==> src/rtl/matmul_result_drain.sv <==
// matmul_result_drain: collects finished MAC accumulators into a frame buffer,
// then saturates and streams the complete frame out in index order over a
// valid/ready port.
module matmul_result_drain #(
  parameter int N_RESULTS = 9,
  parameter int ACC_W     = 32,
  parameter int OUT_W     = 16,
  parameter int IDX_W     = 4
) (
  input  logic                    clk,
  input  logic                    reset,
  input  logic                    frame_start,
  input  logic                    res_we,
  input  logic [IDX_W-1:0]        res_idx,
  input  logic signed [ACC_W-1:0] res_data,
  output logic [OUT_W-1:0]        dout,
  output logic                    dout_valid,
  input  logic                    dout_ready,
  output logic                    dout_last,
  output logic                    dout_sat,
  output logic                    busy,
  output logic                    done,
  output logic                    err
);

  typedef enum logic [1:0] {
    IDLE,
    COLLECT,
    DRAIN,
    DONE
  } state_t;

  localparam logic [N_RESULTS-1:0] ALL_FILLED = {N_RESULTS{1'b1}};
  localparam logic [IDX_W-1:0]     LAST_IDX   = IDX_W'(N_RESULTS - 1);
  localparam logic [IDX_W-1:0]     NUM_IDX    = IDX_W'(N_RESULTS);

  // Saturation thresholds expressed at accumulator width, and the clamped codes.
  localparam logic signed [ACC_W-1:0] SAT_MAX = {{(ACC_W-OUT_W+1){1'b0}}, {(OUT_W-1){1'b1}}};
  localparam logic signed [ACC_W-1:0] SAT_MIN = {{(ACC_W-OUT_W+1){1'b1}}, {(OUT_W-1){1'b0}}};
  localparam logic [OUT_W-1:0]        OUT_MAX = {1'b0, {(OUT_W-1){1'b1}}};
  localparam logic [OUT_W-1:0]        OUT_MIN = {1'b1, {(OUT_W-1){1'b0}}};

  state_t                  state;
  logic [N_RESULTS-1:0]    filled;
  logic [IDX_W-1:0]        rd_ptr;
  logic signed [ACC_W-1:0] result_mem [N_RESULTS];

  logic                    idx_ok;
  logic [N_RESULTS-1:0]    wr_onehot;
  logic                    mem_we;
  logic signed [ACC_W-1:0] cur_val;
  logic [OUT_W-1:0]        sat_val;
  logic                    sat_flag;

  // Decode the incoming index into a one-hot bitmap slot; out-of-range gives zero.
  always_comb begin
    idx_ok    = (res_idx < NUM_IDX);
    wr_onehot = '0;
    for (int i = 0; i < N_RESULTS; i++) begin
      wr_onehot[i] = res_we && idx_ok && (res_idx == IDX_W'(i));
    end
  end

  // A capture lands in the buffer in COLLECT, or as the first write of a new frame.
  assign mem_we = reset && res_we && idx_ok && (frame_start || (state == COLLECT));

  // Result storage; contents deliberately survive reset since the bitmap gates use.
  always_ff @(posedge clk) begin
    if (mem_we) begin
      result_mem[res_idx] <= res_data;
    end
  end

  // Frame control: bitmap, read pointer, sticky error and state sequencing.
  always_ff @(posedge clk) begin
    if (!reset) begin
      state  <= IDLE;
      filled <= '0;
      rd_ptr <= '0;
      err    <= 1'b0;
    end else if (frame_start) begin
      filled <= wr_onehot;
      rd_ptr <= '0;
      err    <= res_we && !idx_ok;
      state  <= (wr_onehot == ALL_FILLED) ? DRAIN : COLLECT;
    end else begin
      case (state)
        IDLE: begin
          state <= IDLE;
        end
        COLLECT: begin
          if (res_we) begin
            if (!idx_ok) begin
              err <= 1'b1;
            end else begin
              if ((filled & wr_onehot) != '0) begin
                err <= 1'b1;
              end
              filled <= filled | wr_onehot;
              if ((filled | wr_onehot) == ALL_FILLED) begin
                state <= DRAIN;
              end
            end
          end
        end
        DRAIN: begin
          if (res_we) begin
            err <= 1'b1;
          end
          if (dout_ready) begin
            if (rd_ptr == LAST_IDX) begin
              rd_ptr <= '0;
              state  <= DONE;
            end else begin
              rd_ptr <= rd_ptr + IDX_W'(1);
            end
          end
        end
        DONE: begin
          state <= IDLE;
        end
        default: begin
          state <= IDLE;
        end
      endcase
    end
  end

  // Clamp the entry under the read pointer to the signed output range.
  always_comb begin
    cur_val  = result_mem[rd_ptr];
    sat_val  = cur_val[OUT_W-1:0];
    sat_flag = 1'b0;
    if (cur_val > SAT_MAX) begin
      sat_val  = OUT_MAX;
      sat_flag = 1'b1;
    end else if (cur_val < SAT_MIN) begin
      sat_val  = OUT_MIN;
      sat_flag = 1'b1;
    end
  end

  // Output port: data fields are forced to zero outside DRAIN.
  always_comb begin
    dout_valid = (state == DRAIN);
    busy       = (state == COLLECT) || (state == DRAIN);
    done       = (state == DONE);
    dout       = dout_valid ? sat_val : '0;
    dout_sat   = dout_valid && sat_flag;
    dout_last  = dout_valid && (rd_ptr == LAST_IDX);
  end

endmodule

==> config.mk <==
export PLATFORM = sky130hd
export DESIGN_NAME = matmul_result_drain
export DESIGN_NICKNAME = d
export VERILOG_FILES = /design/src/rtl/matmul_result_drain.sv
export SDC_FILE = /design/constraint.sdc
export NUM_CORES = 1
export LEC_CHECK = 0
export CAP_MARGIN = 15
export CORE_AREA = 3 3 162 164
export DETAILED_ROUTE_END_ITERATION = 8
export DIE_AREA = 0 0 165 167
export PLACE_DENSITY = 0.78
export SETUP_SLACK_MARGIN = 0.2
export SYNTH_ARGS = -nofsm -noshare
export SYNTH_HDL_FRONTEND = slang
export SYNTH_SLANG_ARGS = --single-unit
==> constraint.sdc <==
create_clock -name clk -period 7.6 [get_ports clk]
set_clock_uncertainty 0.15 [all_clocks]
set_input_delay 0.76 -clock clk [delete_from_list [all_inputs] [get_ports clk]]
set_output_delay 0.76 -clock clk [all_outputs]
set_load 0.02 [all_outputs]
Fig. 1: run 1, the metal 1 layer
Cells faint in the background.
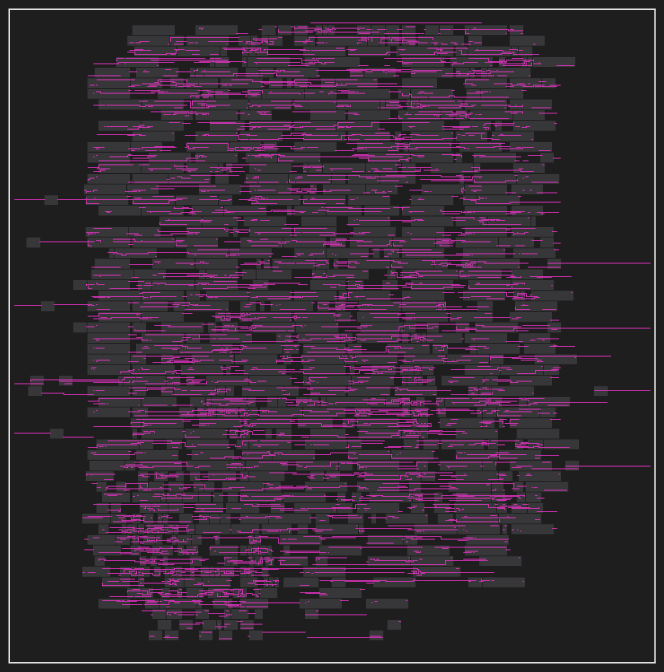
longest straight run: 62.3 um
wire length on this layer: 10000 um
nets with wire on the layer: 773
main direction: horizontal
share of all routed wire: 41%
met1 Usage GRT: 25.2%
via count: 6473
DRT Wirelength: 24500 um

Fig. 2: run 1, the metal 2 layer
The bar under the picture is 50 um long.
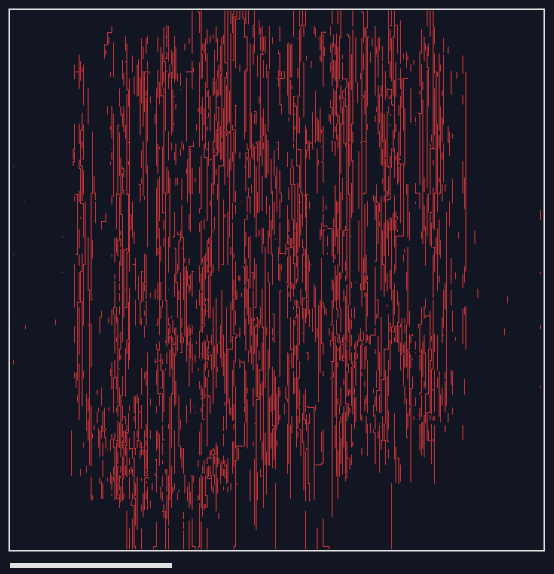
wire length on this layer: 12400 um
share of all routed wire: 51%
longest straight run: 64.6 um
main direction: vertical
M2 GR Usage: 29.8%

==> out/summary.txt, run 1 <==
Hold EP -> filled[6]
full die area -> 27600 um^2
H-tree Lvls -> 1
FILL cells -> 1816
largest class -> sequential cells
met3 WL post-DR -> 1520 um
grt total ovfl -> 0
nets -> 810
WL met2 -> 12400 um
Final GP Congestion -> 0.754
cts hold-fix bufs -> 0
DRC viols -> 0
post-route antenna net violation count -> 0
Final Hold Violation Tally -> 0
maximum clock frequency -> 0.176 GHz
Late-Pin Clk Latency -> 0.54 ns
CTS tree -> yes
clock buffer count -> 34
final std cells w/o fill -> 1117
Post-synth top flop -> edfxtp_1
CTS sink count -> 308
Root Buffer Master -> clkbuf_16
Crit Reg-Reg Endpoint -> result_mem[4][15]
endpoints failing setup -> 0
Top Layout Cells -> 288 x edfxtp_1, 62 x clkdlybuf4s50_1, 48 x mux2i_1
die height -> 167 um
Synth async-reset ratio -> 0%
Yosys top cell by area -> edfxtp_1
Well Taps -> 330
Non-clock buffer share -> 5.09%
Buffers excl. clock -> 76
Setup Slack @ Placement -> 2.45 ns
Max transition margin -> 22.5%
worst hold stages -> 1
dpl cells -> 1062
Reg2Reg Setup Slack -> 4.64 ns
Syn Area/Cell -> 17.7 um^2
warning total across the stage logs -> 29
Cell area leaders -> edfxtp_1 70%, mux4_2 6.0%, mux2i_1 3.9%
I/O Buffers -> 62
Max IR drop VDD -> 0.000152 V
ANT cells -> 0
total of max-cap violations -> 0
Area leader share -> 70.1%
Tmin final -> 5.68 ns
FFs & Latches -> 308
antenna violations before repair -> 0
crit path DRT -> 6.69 ns
Syn Inst Count -> 695
WP data arrival -> 4.77 ns
layout cell share with drive strength beyond 1 -> 18.3%
Wirelength per Cell -> 21.9 um
Layout clock area frac -> 6.94%
drt via density -> 5.79
highest routed layer -> met4
Worst Hold Slack -> 0.335 ns
count leader, synth -> edfxtp_1
CTS buffer count -> 30
Leak -> 4.53 nW
number of enable flip-flop cells -> 288
Area Overhead vs Synth -> 15.7%
Setup CP Type -> reg2out
most frequent logic cell in the layout -> edfxtp_1
Hold Crit Class -> reg2reg
PD cells -> 242 nW/um^2
inverters -> 8
FP Rows -> 58
Ys Warns -> 0
core box area -> 25000 um^2
Storage cell area -> 9050 um^2
status -> completed
Setup crit end kind -> output port
Fig. 3: run 1, M3 wires
The bar under the picture is 50 um long.
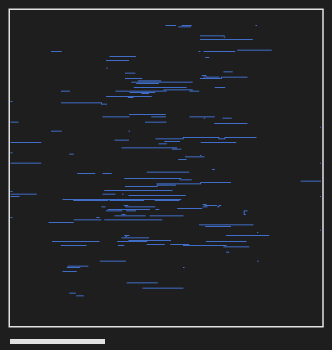
wire length on this layer: 1520 um
nets with wire on the layer: 66
met3 GRT Util: 2.59%

-- run 1: metrics by stage --
step	total power, W	util (%)	area [um^2]
6_report	0.00346	57.0	14300
4_1_cts	0.00349	57.0	14300
5_1_grt	0.00356	57.0	14300
3_3_place_gp	0.00201	53.0	13300
3_5_place_dp	0.00202	53.0	13300
2_1_floorplan	0.00195	-	12300
-- run 1: logic make-up (layout without fill, tap and decap cells) --
| family | Yosys count | count (layout) | share of synthesized area [%] |
|---|---|---|---|
| simple gates | 101 | 101 | 4.11 |
| buf+inv | 47 | 139 | 2.33 |
| fa+ha+maj | 5 | 5 | 0.507 |
| mux | 114 | 114 | 12.9 |
| compound gates | 120 | 120 | 6.73 |
| flops | 308 | 308 | 73.4 |
-- run 1: how the worst max path moves through the flow --
stage / start / slack (ns) / end / cells past startpoint
floorplan: res_idx[2] / 3.38 / result_mem[4][0] / 4
global placement: register / 2.54 / dout[0] / 9
global route: register / 1.55 / dout[4] / 9
detailed placement: register / 2.45 / dout[3] / 9
CTS: register / 1.83 / dout[3] / 9
finish: register / 1.92 / dout[4] / 9
-- run 1: metal layers --
metal,GRT usage [%],vias up
met5,0,-
met4,5.14,0
met3,2.59,51
met2,29.8,232
met1,25.2,3260
li1,-,2930
-- run 1: critical path: stages, from the launching register on --
cell             delay [ns]
dfxtp_4                1.11
buf_4                  0.47
mux2i_1                0.12
a22o_1                 0.24
o31ai_1                0.40
nand4_1                0.18
nor4_2                 0.41
o21ai_2                0.33
o21ai_0                0.28
clkdlybuf4s50_1        0.64
-- run 1: power by group --
group          internal [W]  switching, W
registers           0.00186    0.00000357
clock network      0.000876      0.000600
logic             0.0000486     0.0000676
-- run 1: sequential cells by signal, summed over array words and instances (netlist names), named ones only --
register    cells
result_mem    288
state           2
filled          9
err             1
rd_ptr          4
==> run 2: changes to the inputs <==
==> constraint.sdc (replaced) <==
create_clock -name clk -period 5.7 [get_ports clk]
set_clock_uncertainty 0.15 [all_clocks]
set_input_delay 0.57 -clock clk [delete_from_list [all_inputs] [get_ports clk]]
set_output_delay 0.57 -clock clk [all_outputs]
set_load 0.02 [all_outputs]
Fig. 4: run 2, the metal 1 layer
Cells faint in the background.
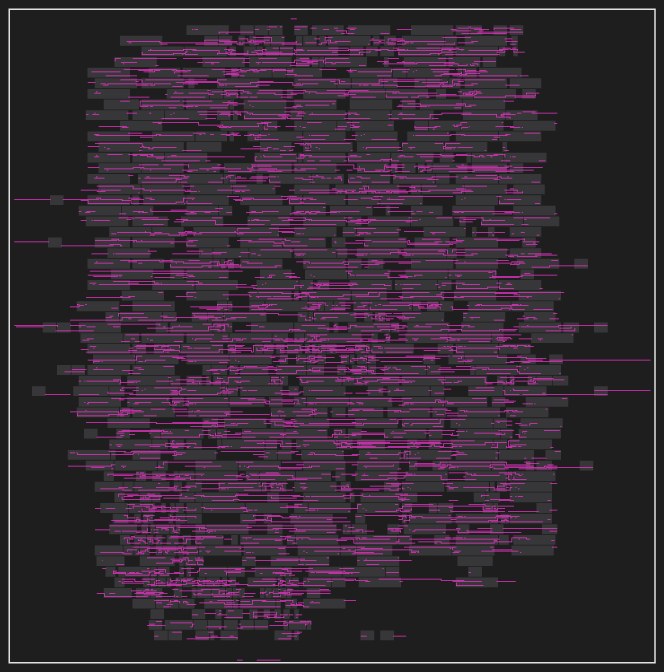
longest straight run: 58.0 um
nets with wire on the layer: 772
share of all routed wire: 40%
via count: 6585
DRT Wirelength: 25300 um
met1 Usage GRT: 25.0%

==> run 2 against run 1 <==
Against the previous run:
- clock-buffer cell count is 1 lower
- final area grew 0.23%
- sequential power is 33% higher
- utilization up 0.13 points
- critical path depth did not move
- first-iteration DRC count increased by 34%
- global-route usage up 0.38 points
==> out/summary.txt, run 2 <==
cts hold-fix bufs -> 0 (unchanged)
CTS sink count -> 308 (unchanged)
Internal -> 0.00375 W (+35%)
Simple Share, Synth -> 4.11% (unchanged)
Hold EP -> filled[2]
Ys Warns -> 0 (unchanged)
Final Instance Area -> 14300 um^2 (+0.23%)
number of enable flip-flop cells -> 288 (unchanged)
Reg2Reg Setup Slack -> 2.90 ns (-1.74 ns)
Logic pwr share -> 3.4% (about the same)
Net Sw Power -> 0.000901 W (+34%)
WP data arrival -> 4.39 ns (-0.38 ns)
CTS tree -> yes
critical path's largest stage delay -> 0.66 ns (-0.45 ns)
crit path DRT -> 4.98 ns (-1.71 ns)
warning total across the stage logs -> 29 (unchanged)
Max IR drop VDD -> 0.000235 V (+55%)
maximum clock frequency -> 0.196 GHz
CTS buffer count -> 28 (-6.7%)
max reg flops -> 288 (unchanged)
aoi share -> 6.73% (unchanged)
Mux area share -> 12.9% (unchanged)
Setup CP Type -> reg2out
Seq pwr share -> 53.4% (-0.6 points)
final std cells w/o fill -> 1115 (-0.18%)
Worst path slowest cell -> clkdlybuf4s50_1
crit path to -> dout[0]
full die area -> 27600 um^2 (unchanged)
Yosys top cell by area -> edfxtp_1
Area Overhead vs Synth -> 16.0%
core box area -> 25000 um^2 (unchanged)
dominant kind of combinational cell -> multiplexers
clock share of power -> 43.2% (+0.5 points)
Top Layout Cells -> 288 x edfxtp_1, 62 x clkdlybuf4s50_1, 48 x mux2i_1
Syn Area/Cell -> 17.7 um^2 (unchanged)
post-route antenna net violation count -> 0 (unchanged)
Cell area leaders -> edfxtp_1 70%, mux4_2 6.0%, mux2i_1 3.9%
Top reg by flops -> result_mem
FP Rows -> 58 (unchanged)
PD cells -> 325 nW/um^2 (+34%)
Post-synth top flop -> edfxtp_1
Hold Crit Class -> reg2reg
Setup crit end kind -> output port
total of max-cap violations -> 0 (unchanged)
H-tree Lvls -> 1 (unchanged)
antenna violations before repair -> 0 (unchanged)
Area leader share -> 70.1% (unchanged)
layout cell share with drive strength beyond 1 -> 18.6% (+0.30 points)
dpl cells -> 1063 (+0.094%)
Max transition margin -> 35.7% (+13 points)
Tmin final -> 5.11 ns
worst hold stages -> 1 (unchanged)
endpoints failing setup -> 0 (unchanged)
Final Hold Violation Tally -> 0 (unchanged)
Placed Area -> 13300 um^2 (+0.15%)
Adder Area Share -> 0.507% (unchanged)
Synth async-reset ratio -> 0% (unchanged)
Wirelength per Cell -> 22.7 um (+3.7%)
die height -> 167 um (unchanged)
Late-Pin Clk Latency -> 0.53 ns (about the same)
status -> completed
most frequent logic cell in the layout -> edfxtp_1
Syn Inst Count -> 695 (unchanged)
Root Buffer Master -> clkbuf_16
drt via density -> 5.91 (+1.9%)
count leader, synth -> edfxtp_1
-- run 2: metal layers --
| metal | part of all wire [%] | vias up | routed length, um | global-route usage [%] |
|---|---|---|---|---|
| li1 | - | 2926 | - | - |
| met1 | 40 | 3379 | 10200 | 25.0 |
| met2 | 52 | 242 | 13200 | 31.1 |
| met3 | 5.7 | 38 | 1430 | 2.79 |
| met4 | 1.9 | 0 | 470 | 5.32 |
| met5 | 0 | - | 0 | 0 |
-- run 2: through the flow --
step           worst slack [ns]  total power (W)  hold WS (ns)  utilization, %
2_1_floorplan              1.67          0.00260         0.287               -
3_3_place_gp               1.38          0.00269         0.315            53.1
3_5_place_dp               1.25          0.00269         0.315            53.1
4_1_cts                   0.587          0.00468         0.330            57.1
5_1_grt                   0.329          0.00477         0.357            57.1
6_report                  0.593          0.00465         0.333            57.1
-- run 2: cell families (layout without fill, tap and decap cells) --
kind of cell               count (synthesis)  count (layout)
AOI/OAI and AO/OA                        120             120
adders and majority gates                  5               5
buffers and inverters                     47             137
DFF                                      308             308
muxes                                    114             114
and+or+nand+nor                          101             101
-- run 2: cell type report --
type	instances	area, um^2
multi-input combinational	340	3050
clock inverter	19	263
timing repair buffer	77	746
clock buffer	33	741
inverter	8	30.0
tap	330	413
sequential	308	9050
fill	1814	10700
-- run 2: power by group through the flow --
stage	clock network [W]	logic [W]	registers (W)
2_1_floorplan	0	0.0000653	0.00254
3_3_place_gp	0	0.000151	0.00253
3_5_place_dp	0	0.000155	0.00254
4_1_cts	0.00204	0.000157	0.00249
5_1_grt	0.00212	0.000169	0.00249
6_report	0.00201	0.000156	0.00249
-- run 2: worst max-delay path: cells and delay by family (launching register included) --
family	cells	cell delay [ns]
AOI/OAI and AO/OA	4	1.45
buffers and inverters	2	1.02
DFF	1	0.57
muxes	1	0.13
and+or+nand+nor	2	0.67
==> run 3: changes to the inputs <==
--- a/config.mk
+++ b/config.mk
@@ -5,6 +5,7 @@
 export SDC_FILE = /design/constraint.sdc
 export NUM_CORES = 1
 export LEC_CHECK = 0
+export ABC_CLOCK_PERIOD_IN_PS = 5700
 export CAP_MARGIN = 15
 export CORE_AREA = 3 3 162 164
 export DETAILED_ROUTE_END_ITERATION = 8
Fig. 5: run 3, the clock network
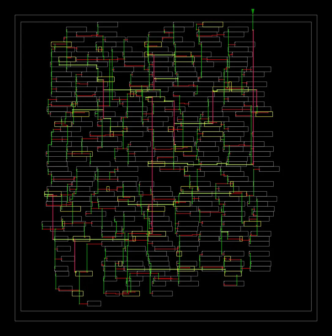
Late-Pin Clk Latency: 0.53 ns
CTS buffer count: 28

==> run 3 against run 2 <==
Against the previous run:
- die area unchanged
- combinational power hardly changed
- critical path type unchanged
- power unchanged
- largest cell class unchanged
- critical path depth unchanged
- setup slack is the same
- wire length unchanged
- register-to-register slack barely moved
- utilization unchanged
- global-route usage unchanged
- flip-flop count did not move
- non-clock buffer count unchanged
==> out/summary.txt, run 3 <==
highest routed layer -> met4
die height -> 167 um (unchanged)
met3 WL post-DR -> 1430 um (unchanged)
FILL cells -> 1814 (unchanged)
CTS tree -> yes
Cell area leaders -> edfxtp_1 70%, mux4_2 6.0%, mux2i_1 3.9%
number of enable flip-flop cells -> 288 (unchanged)
Area Overhead vs Synth -> 16.0% (unchanged)
endpoints failing setup -> 0 (unchanged)
critical path's largest stage delay -> 0.66 ns (about the same)
sum of buffers and inverters on the critical path -> 2 (unchanged)
CP top delay family -> AND-OR/OR-AND gates
status -> completed
Top Layout Cells -> 288 x edfxtp_1, 62 x clkdlybuf4s50_1, 48 x mux2i_1
antenna violations before repair -> 0 (unchanged)
Setup crit end kind -> output port
Setup CP Type -> reg2out
Final Hold Violation Tally -> 0 (unchanged)
total negative slack -> 0 ns
Yosys top cell by area -> edfxtp_1
Top reg by flops -> result_mem
core box area -> 25000 um^2 (unchanged)
CTS sink count -> 308 (unchanged)
Root Buffer Master -> clkbuf_16
Tmin final -> 5.11 ns (unchanged)
H-tree Lvls -> 1 (unchanged)
maximum clock frequency -> 0.196 GHz (unchanged)
drt via density -> 5.91 (unchanged)
Hold Crit Class -> reg2reg
PD cells -> 325 nW/um^2 (unchanged)
total of max-cap violations -> 0 (unchanged)
layout cell share with drive strength beyond 1 -> 18.6% (unchanged)
dpl cells -> 1063 (unchanged)
Nets at Floorplan -> 741
Syn Inst Count -> 695 (unchanged)
M1 WL -> 10200 um (unchanged)
vias in the first global route -> 6685
Post-synth top flop -> edfxtp_1
warning total across the stage logs -> 29 (unchanged)
count leader, synth -> edfxtp_1
final std cells w/o fill -> 1115 (unchanged)
FP Rows -> 58 (unchanged)
Wirelength per Cell -> 22.7 um (unchanged)
Max transition margin -> 35.7% (unchanged)
max reg flops -> 288 (unchanged)
Syn Area/Cell -> 17.7 um^2 (unchanged)
via count -> 6585 (unchanged)
cts hold-fix bufs -> 0 (unchanged)
Synth async-reset ratio -> 0% (unchanged)
Ys Warns -> 0 (unchanged)
Max IR drop VDD -> 0.000235 V (unchanged)
Worst path slowest cell -> clkdlybuf4s50_1
post-route antenna net violation count -> 0 (unchanged)
final worst path period share -> 89.6%
Area leader share -> 70.1% (unchanged)
full die area -> 27600 um^2 (unchanged)
DRT Wirelength -> 25300 um (unchanged)
largest net degree at the start of global routing -> 60
most frequent logic cell in the layout -> edfxtp_1
WP data arrival -> 4.39 ns (about the same)
[run 3: cell counts after synthesis]
Identical to the previous run, type by type.
[run 3: area by class of cell]
type	instances	area, um^2	share of cell area [%]
well taps	330	413	2.89
flip-flops and latches	308	9050	63.3
clock buffers	33	741	5.18
repair buffers	77	746	5.21
inverters	8	30.0	0.210
multi-input cells	340	3050	21.4
clock inverters	19	263	1.84
[run 3: logic make-up (layout without fill, tap and decap cells)]
kind of cell             Yosys count  after routing  share of synthesized area (%)
flip-flops                       308            308                           73.4
AND-OR/OR-AND                    120            120                           6.73
multiplexers                     114            114                           12.9
adder cells (fa/ha/maj)            5              5                          0.507
buffers and inverters             47            137                           2.33
AND/OR/NAND/NOR                  101            101                           4.11
[run 3: final timing paths]
kind / slack [ns] / start / depth (start not counted) / end
hold / removal: 0.33 / filled[2] / 1 / filled[2]
setup reg to reg: 2.90 / state[1] / 7 / result_mem[6][18]
setup / recovery: 0.59 / register / 9 / dout[0]
hold reg to reg: 0.33 / filled[2] / 1 / filled[2]
[run 3: where the power goes]
| group | internal, W | total (W) | switching, W |
|---|---|---|---|
| logic | 0.0000648 | 0.000156 | 0.0000911 |
| registers | 0.00248 | 0.00249 | 0.00000476 |
| clock network | 0.00121 | 0.00201 | 0.000805 |
[run 3: metrics by stage]
stage                     hold slack, ns  instance area, um^2  utilization [%]  worst slack, ns  total power [W]
after floorplan                    0.287                12300                -             1.67          0.00260
after global placement             0.315                13300             53.1             1.38          0.00269
after detailed placement           0.315                13300             53.1             1.25          0.00269
after CTS                          0.330                14300             57.1            0.587          0.00468
after global routing               0.357                14300             57.1            0.329          0.00477
final                              0.333                14300             57.1            0.593          0.00465
[run 3: layer usage]
metal	GRT usage [%]	vias to the layer above
met5	0	-
met4	5.32	0
met2	31.1	242
li1	-	2926
met3	2.79	38
met1	25.0	3379
Power figures rest on the tool's default switching activity, not on a simulated workload.
